**Pin placement**

Pins as bars across the die edge, other pins in grey.
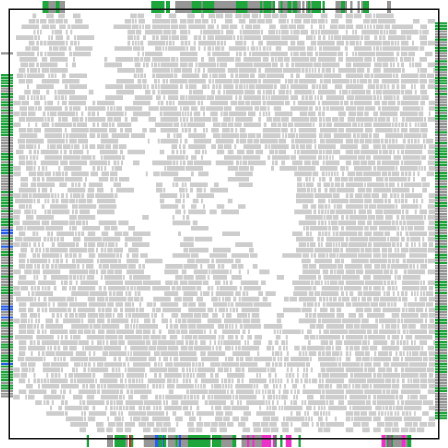
**Placement view**

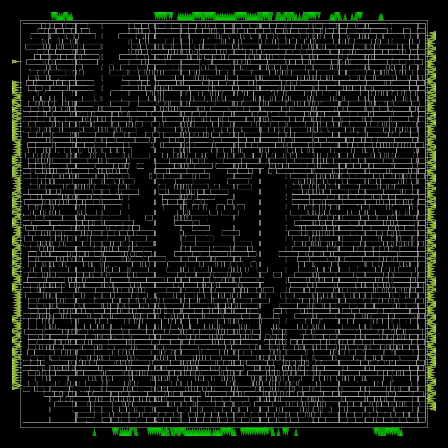
**Clock network drawn from the DEF**

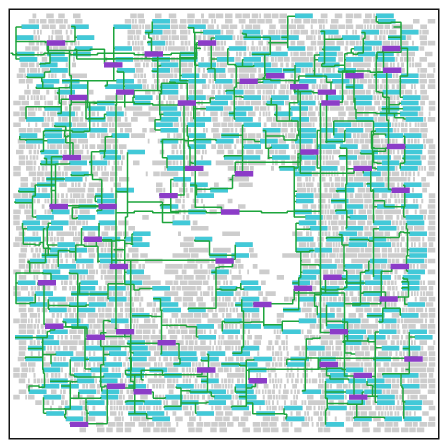
**Routed metal, one colour a layer**

Scale bar: 50 microns.
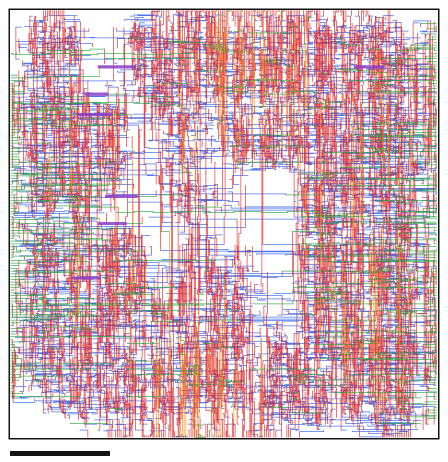
**Nets reached from selected ports**

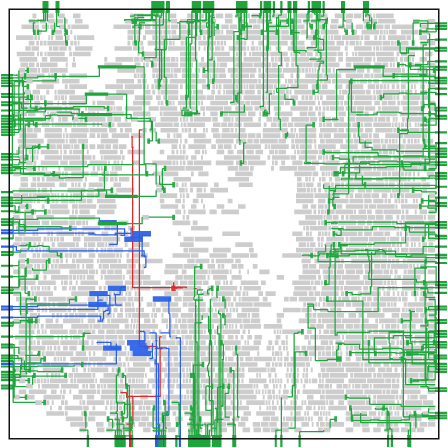
`config.mk`:
```
export PLATFORM = sky130hd
export DESIGN_NAME = pipe_stage_hs
export DESIGN_NICKNAME = d
export VERILOG_FILES = /design/src/rtl/cpu_pipe_pkg.sv /design/src/rtl/pipe_slot.sv /design/src/rtl/pipe_stage_hs.sv
export SDC_FILE = /design/constraint.sdc
export NUM_CORES = 1
export LEC_CHECK = 0
export ABC_AREA = 1
export CAP_MARGIN = 20
export CORE_UTILIZATION = 45
export CTS_CLUSTER_SIZE = 24
export DETAILED_ROUTE_END_ITERATION = 6
export GPL_TIMING_DRIVEN = 0
export PLACE_DENSITY = 0.73
export SETUP_SLACK_MARGIN = 0.5
export SLEW_MARGIN = 20
export SYNTH_ARGS = -nofsm -noshare
export SYNTH_HDL_FRONTEND = slang
export SYNTH_SLANG_ARGS = --single-unit
```
`constraint.sdc`:
```
create_clock -name clk -period 2.1 [get_ports clk]
set_clock_uncertainty 0.2 [all_clocks]
set_input_delay 0.42 -clock clk [delete_from_list [all_inputs] [get_ports clk]]
set_output_delay 0.42 -clock clk [all_outputs]
set_load 0.05 [all_outputs]
```
`src/rtl/cpu_pipe_pkg.sv`:
```
// Shared definitions for the CPU inter-stage pipeline registers:
// bundle widths per boundary, the bubble control word and bundle field offsets.
package cpu_pipe_pkg;

  typedef enum logic [1:0] {
    BOUND_FD,
    BOUND_DE,
    BOUND_EM,
    BOUND_MW
  } boundary_t;

  localparam int CTRL_W_FD = 1;
  localparam int DATA_W_FD = 64;
  localparam int CTRL_W_DE = 11;
  localparam int DATA_W_DE = 216;
  localparam int CTRL_W_EM = 5;
  localparam int DATA_W_EM = 106;
  localparam int CTRL_W_MW = 2;
  localparam int DATA_W_MW = 69;

  // A bubble must never write a register or memory, so every control bit is zero.
  localparam int CTRL_MAX_W = 64;
  localparam logic [CTRL_MAX_W-1:0] BUBBLE_CTRL = '0;

  localparam int DE_CTRL_REGWRITE = 0;
  localparam int DE_CTRL_REGDST   = 1;
  localparam int DE_CTRL_WRITESEL = 2;
  localparam int DE_CTRL_ALUSRC   = 4;
  localparam int DE_CTRL_ALUCTRL  = 5;
  localparam int DE_CTRL_MEMWRITE = 8;
  localparam int DE_CTRL_MEMTOREG = 9;
  localparam int DE_CTRL_BRANCH   = 10;

  localparam int DE_DATA_RD1     = 0;
  localparam int DE_DATA_RD2     = 32;
  localparam int DE_DATA_RS      = 64;
  localparam int DE_DATA_RT      = 69;
  localparam int DE_DATA_RD      = 74;
  localparam int DE_DATA_SIGNIMM = 79;
  localparam int DE_DATA_PC      = 111;
  localparam int DE_DATA_INSTR   = 143;
  localparam int DE_DATA_PCPLUS4 = 175;

  function automatic int ctrlWidth(input boundary_t b);
    case (b)
      BOUND_FD: return CTRL_W_FD;
      BOUND_DE: return CTRL_W_DE;
      BOUND_EM: return CTRL_W_EM;
      default:  return CTRL_W_MW;
    endcase
  endfunction

  function automatic int dataWidth(input boundary_t b);
    case (b)
      BOUND_FD: return DATA_W_FD;
      BOUND_DE: return DATA_W_DE;
      BOUND_EM: return DATA_W_EM;
      default:  return DATA_W_MW;
    endcase
  endfunction

endpackage

```
`src/rtl/pipe_slot.sv`:
```
// One pipeline entry: valid flag plus control and data bundles.
// Kill drops the entry to a bubble (data held); load captures a new entry.
module pipe_slot
  import cpu_pipe_pkg::*;
#(
  parameter int CTRL_W = CTRL_W_DE,
  parameter int DATA_W = DATA_W_DE
) (
  input  logic              clk,
  input  logic              reset,
  input  logic              load_i,
  input  logic              kill_i,
  input  logic [CTRL_W-1:0] ctrl_i,
  input  logic [DATA_W-1:0] data_i,
  output logic              valid_o,
  output logic [CTRL_W-1:0] ctrl_o,
  output logic [DATA_W-1:0] data_o
);

  logic              valid_q, valid_d;
  logic [CTRL_W-1:0] ctrl_q, ctrl_d;
  logic [DATA_W-1:0] data_q, data_d;

  always_comb begin
    valid_d = valid_q;
    ctrl_d  = ctrl_q;
    data_d  = data_q;
    if (kill_i) begin
      valid_d = 1'b0;
      ctrl_d  = BUBBLE_CTRL[CTRL_W-1:0];
    end else if (load_i) begin
      valid_d = 1'b1;
      ctrl_d  = ctrl_i;
      data_d  = data_i;
    end
  end

  always_ff @(posedge clk or negedge reset) begin
    if (!reset) begin
      valid_q <= 1'b0;
      ctrl_q  <= BUBBLE_CTRL[CTRL_W-1:0];
      data_q  <= '0;
    end else begin
      valid_q <= valid_d;
      ctrl_q  <= ctrl_d;
      data_q  <= data_d;
    end
  end

  assign valid_o = valid_q;
  assign ctrl_o  = ctrl_q;
  assign data_o  = data_q;

endmodule

```
`src/rtl/pipe_stage_hs.sv`:
```
// Inter-stage pipeline register with valid/ready handshake, flush and an
// optional skid entry that makes in_ready a pure register output.
module pipe_stage_hs
  import cpu_pipe_pkg::*;
#(
  parameter int CTRL_W = CTRL_W_DE,
  parameter int DATA_W = DATA_W_DE,
  parameter int SKID   = 1,
  parameter int CNT_W  = 16
) (
  input  logic              clk,
  input  logic              reset,
  input  logic              flush,
  input  logic              in_valid,
  output logic              in_ready,
  input  logic [CTRL_W-1:0] in_ctrl,
  input  logic [DATA_W-1:0] in_data,
  output logic              out_valid,
  input  logic              out_ready,
  output logic [CTRL_W-1:0] out_ctrl,
  output logic [DATA_W-1:0] out_data,
  output logic [CNT_W-1:0]  stall_cnt
);

  logic              accept, emit, mainFree;
  logic              mainLoad, mainKill;
  logic              skidValid;
  logic [CTRL_W-1:0] skidCtrl, mainCtrlIn;
  logic [DATA_W-1:0] skidData, mainDataIn;
  logic [CNT_W-1:0]  stall_q, stall_d;

  assign accept   = in_valid & in_ready;
  assign emit     = out_valid & out_ready;
  assign mainFree = ~out_valid | out_ready;

  generate
    if (SKID != 0) begin : gSkid
      logic skidLoad, skidKill;

      // A held skid entry always has priority for the main slot to keep FIFO order.
      assign in_ready = ~skidValid;
      assign mainLoad = ~flush & mainFree & (skidValid | accept);
      assign skidLoad = ~flush & accept & ~mainFree;
      assign skidKill = flush | (skidValid & mainFree);

      pipe_slot #(
        .CTRL_W (CTRL_W),
        .DATA_W (DATA_W)
      ) u_skid (
        .clk     (clk),
        .reset   (reset),
        .load_i  (skidLoad),
        .kill_i  (skidKill),
        .ctrl_i  (in_ctrl),
        .data_i  (in_data),
        .valid_o (skidValid),
        .ctrl_o  (skidCtrl),
        .data_o  (skidData)
      );
    end else begin : gNoSkid
      assign in_ready  = mainFree;
      assign mainLoad  = ~flush & accept;
      assign skidValid = 1'b0;
      assign skidCtrl  = '0;
      assign skidData  = '0;
    end
  endgenerate

  assign mainKill   = flush | (emit & ~mainLoad);
  assign mainCtrlIn = skidValid ? skidCtrl : in_ctrl;
  assign mainDataIn = skidValid ? skidData : in_data;

  pipe_slot #(
    .CTRL_W (CTRL_W),
    .DATA_W (DATA_W)
  ) u_main (
    .clk     (clk),
    .reset   (reset),
    .load_i  (mainLoad),
    .kill_i  (mainKill),
    .ctrl_i  (mainCtrlIn),
    .data_i  (mainDataIn),
    .valid_o (out_valid),
    .ctrl_o  (out_ctrl),
    .data_o  (out_data)
  );

  // Saturating backpressure counter; only reset clears it.
  always_comb begin
    stall_d = stall_q;
    if (out_valid && !out_ready && !(&stall_q))
      stall_d = stall_q + CNT_W'(1);
  end

  always_ff @(posedge clk or negedge reset) begin
    if (!reset) stall_q <= '0;
    else        stall_q <= stall_d;
  end

  assign stall_cnt = stall_q;

endmodule

```
==> results.toml <==
# generated from flow reports
[global_routing]
grt_pass1_wl_mm = 101
grt_max_degree = 102
antenna_found_initial = 16
gr-total-overflow = 0
grtUsageTotal_pct = 28.7
grt_pass1_vias = 18780

[timing]
finalClockPeriodUsage_pct = 106
fin_hold_ws_ns = -0.436
max_freq_ghz = 0.450
fin_ws_ns = -0.122
setup_viol = 1
hold_violations = 81
relSlewSlack_pct = 63.4
slew_violations = 0
rsz0062_at_grt = "true"
fin_crit_ns = 2.22
worst-slew-pin-transition_ns = 0.550

[synth]
synthesis.nets = 2593
synth-edff-count = 0
ys_sh_xor_pct = 0.304
yosysMostFrequentCell = "nand2_1"
common_cells = "727 x nand2_1, 518 x o21ai_0, 472 x dfrtp_1"
top_area_share_pct = 58.6
simple_gate_area_share_pct = 15.2
mux_area_share_pct = 0
ys_cells = 2360
ys_area_sq_mm = 0.0202
synth_warnings = 0
ys_top_cells_by_area = "dfrtp_1 59%, nand2_1 14%, o21ai_0 13%"
aoi_share_pct = 17.0
yosys.area.top_type = "dfrtp_1"
ys_seq_share_pct = 58.6
ys_top_logic_family = "AND-OR/OR-AND gates"
avgSynthCellArea_sq_um = 8.55
synth_async_sr_flop_share_pct = 100
synth_cell_type_count = 24
synth_flops = 472
adder_share_pct = 0.0620
syn_area_sq_mm = 0.0202
synth-main-ff-cell = "dfrtp_1"
syn_inst = 2360

[setup_path]
worst_setup_path_end_kind = "output pin"
critPathArrivalTime_ns = 1.60
slowest_stage = "dfrtp_1"
crit_required_ns = 1.48
startpoint_type = "flop"
crit_fanout = 4
critPathMaxStageDelay_ns = 0.37
path_class = "flop to output pin"
crit_chain = "buf_6 > inv_4 > buf_12 > buf_12 > buf_8 > buf_8"
path_delay_family = "buffers and inverters"
path_buffers = 6

[clock_tree]
cts_tree = "yes"
cts_buffer_depth = 3
clkSlewWorstSetupHoldPaths_ns = 0.06
numCtsBuffers = 49
clkSinkCount = 472
insertion_delay_ns = 0.60
cts-root-buf = "clkbuf_16"
cts-htree-levels = 2

[layout]
seq_area_sq_mm = 0.0118
comb_area_sq_mm = 0.00852
fin_nets = 3306
areaGrowthSynthToFinish_pct = 64.3
layout-drive-gt1-share_pct = 35.2

[floorplan]
die_h_microns = 214
die_x_microns = 214
initial_utilization_pct = 45.6
chipArea_sq_mm = 0.0457
rows = 77

[power_and_ir_drop]
leakage_nw = 16.5
vdd_drop_max_mv = 0.682
power_mw = 31.9
powerDensity_mw_per_mm2 = 962

[route]
drcViolationCount = 0
drtAntennaViolNets = 0
drt-initial-drc-count = 1719
drtPass1Iterations = 6
vias_per_cell = 5.41

[placement]
dp.cells = 3433
dpl.hpwl_mm = 46.7
place.gp.congestion = 0.910

[min_path]
min_path_type = "primary input to asynchronous set/reset pin"

[job]
warnings = 34
drv_cap = 0

[run_status]
violations = "hold timing, setup timing"
status = "finished, violations left"
## Picture notes: 'pin placement'
legend:
  stall_cnt:
    colour: magenta
    pins: 16
    direction: output
    edge: south
  out_ctrl:
    colour: blue
    pins: 11
    direction: output
    edge: 7 west, 4 south
  in_ready:
    colour: red
    pins: 1
    direction: output
    edge: south
  in_data:
    colour: green
    pins: 216
    direction: input
    edge: 67 east, 57 west, 54 north, 38 south
all pins by edge: 146 east, 120 west, 111 north, 100 south

## Picture notes: 'placement view'
final std cells w/o fill: 3713
filler cell count: 2806
core area: 0.0442 sq mm
sequential cell area share: 35.7%
Well Taps: 592

## Picture notes: 'clock network drawn from the DEF'
legend:
  clock drivers:
    colour: purple
    count: 49
  clock wires:
    colour: green
    length: 6070 microns
  flip-flops:
    colour: cyan
    count: 472
routed clock nets: 50

## Picture notes: 'routed metal, one colour a layer'
legend:
  metal 3:
    colour: green
    wire_length: 6930 microns
  metal 2:
    colour: red
    wire_length: 38.5 mm
  metal 1:
    colour: blue
    wire_length: 28.0 mm
  metal 5:
    colour: purple
    wire_length: 97.5 microns
  metal 4:
    colour: orange
    wire_length: 4310 microns
WL final: 77.8 mm
vias: 20086
drt wl/cell: 21.0 microns

## Picture notes: 'nets reached from selected ports'
legend:
  out_ctrl:
    colour: blue
    bits: 11
    direction: output
    edge: 7 west, 4 south
    end_cells: 11
    buffers: 11
    wire: 778 microns
  in_data:
    colour: green
    bits: 216
    direction: input
    edge: 67 east, 57 west, 54 north, 38 south
    end_cells: 216
    buffers: 216
    wire: 8510 microns
  in_ready:
    colour: red
    bits: 1
    direction: output
    edge: south
    end_cells: 1
    buffers: 4
    wire: 309 microns
Boundary Pins: 477
I/O Buffers: 476

metrics by stage:
stage / setup slack [ns] / hold slack, ns / utilization [%] / TNS (ns) / cell area (sq um)
floorplan: 0.310 / -0.0756 / - / 0 / 20300
global placement: -21.68 / 0.261 / 58.4 / -9550.08 / 25800
detailed placement: -0.526 / 0.192 / 58.7 / -155.92 / 26000
CTS: -0.146 / -0.428 / 65.6 / -0.146 / 29000
global route: -0.183 / -0.394 / 74.9 / -0.440 / 33100
finish: -0.122 / -0.436 / 74.9 / -0.122 / 33100
power by group:
part	internal, mW	total [mW]	switching, mW	leakage [nW]
sequential	11.0	12.6	1.61	5.92
combinational	4.20	10.0	5.84	9.72
clock	5.52	9.27	3.75	0.846
worst paths after layout:
path                                                      start                                    to  slack [ns]  depth (start not counted)
min reg2reg                gSkid.u_skid.data_o[157]$_DFFE_PN0P_  gSkid.u_skid.data_o[157]$_DFFE_PN0P_        0.28                          2
min                                                       reset         u_main.data_o[75]$_DFFE_PN0P_       -0.44                          1
max reg2reg                    gSkid.u_skid.valid_o$_DFFE_PN0P_        u_main.data_o[121]$_DFFE_PN0P_        0.05                         12
min in group clk                                     in_ctrl[3]    gSkid.u_skid.ctrl_o[3]$_DFFE_PN0P_        0.18                          3
max in group asynchronous                                 reset   gSkid.u_skid.data_o[15]$_DFFE_PN0P_        0.49                          4
max                            gSkid.u_skid.valid_o$_DFFE_PN0P_                              in_ready       -0.12                          6
final cells by class:
class,instances,share of cell area (%)
Tap cell,592,2.24
Antenna cell,8,0.0604
Clock inverter,16,0.638
Buffer,155,5.22
Clock buffer,75,4.52
Inverter,240,2.73
Timing Repair Buffer,662,23.2
Sequential cell,472,35.7
Multi-Input combinational cell,1493,25.7
placed cells by master, fill, tap and decap left out, types with 5 or more instances in the layout:
master and n:
diode_2 8, buf_12 27, xnor2_1 7, nand3_1 15, clkbuf_4 17, dfrtp_2 24, nand3_2 13, clkbuf_16 103
nand2_4 123, buf_8 51, o21ai_1 144, o21ai_2 181, buf_2 14, buf_4 124, clkbuf_8 13, clkbuf_1 14
o21ai_0 350, bufinv_16 5, inv_1 236, nor2_1 27, buf_6 269, clkdlybuf4s50_1 230, a21oi_1 7, clkinv_2 9
clkbuf_2 22, nand2_1 530, dfrtp_1 448, nand2_2 75, buf_16 8
registers in the layout, summed over array words and instances (netlist names):
register              cells
gSkid.u_skid.valid_o      1
u_main.valid_o            1
stall_cnt                16
gSkid.u_skid.ctrl_o      11
u_main.data_o           216
u_main.ctrl_o            11
gSkid.u_skid.data_o     216
per-layer routing:
metal | global-route usage, % | routed length, microns | vias to the layer above
met5 | 0 | 97 | -
met4 | 12.6 | 4310 | 14
met3 | 8.01 | 6930 | 270
met2 | 48.2 | 38500 | 964
met1 | 34.6 | 28000 | 9822
li1 | - | - | 9016
repair_timing:
action,in CTS,in global routing
endpoints found under the setup margin,802,808
cloned,0,54
endpoints found under the hold margin,65,65
buffers inserted,92,35
pin swaps,5,24
resized,1836,955
Power is estimated from default activity; no workload was simulated.
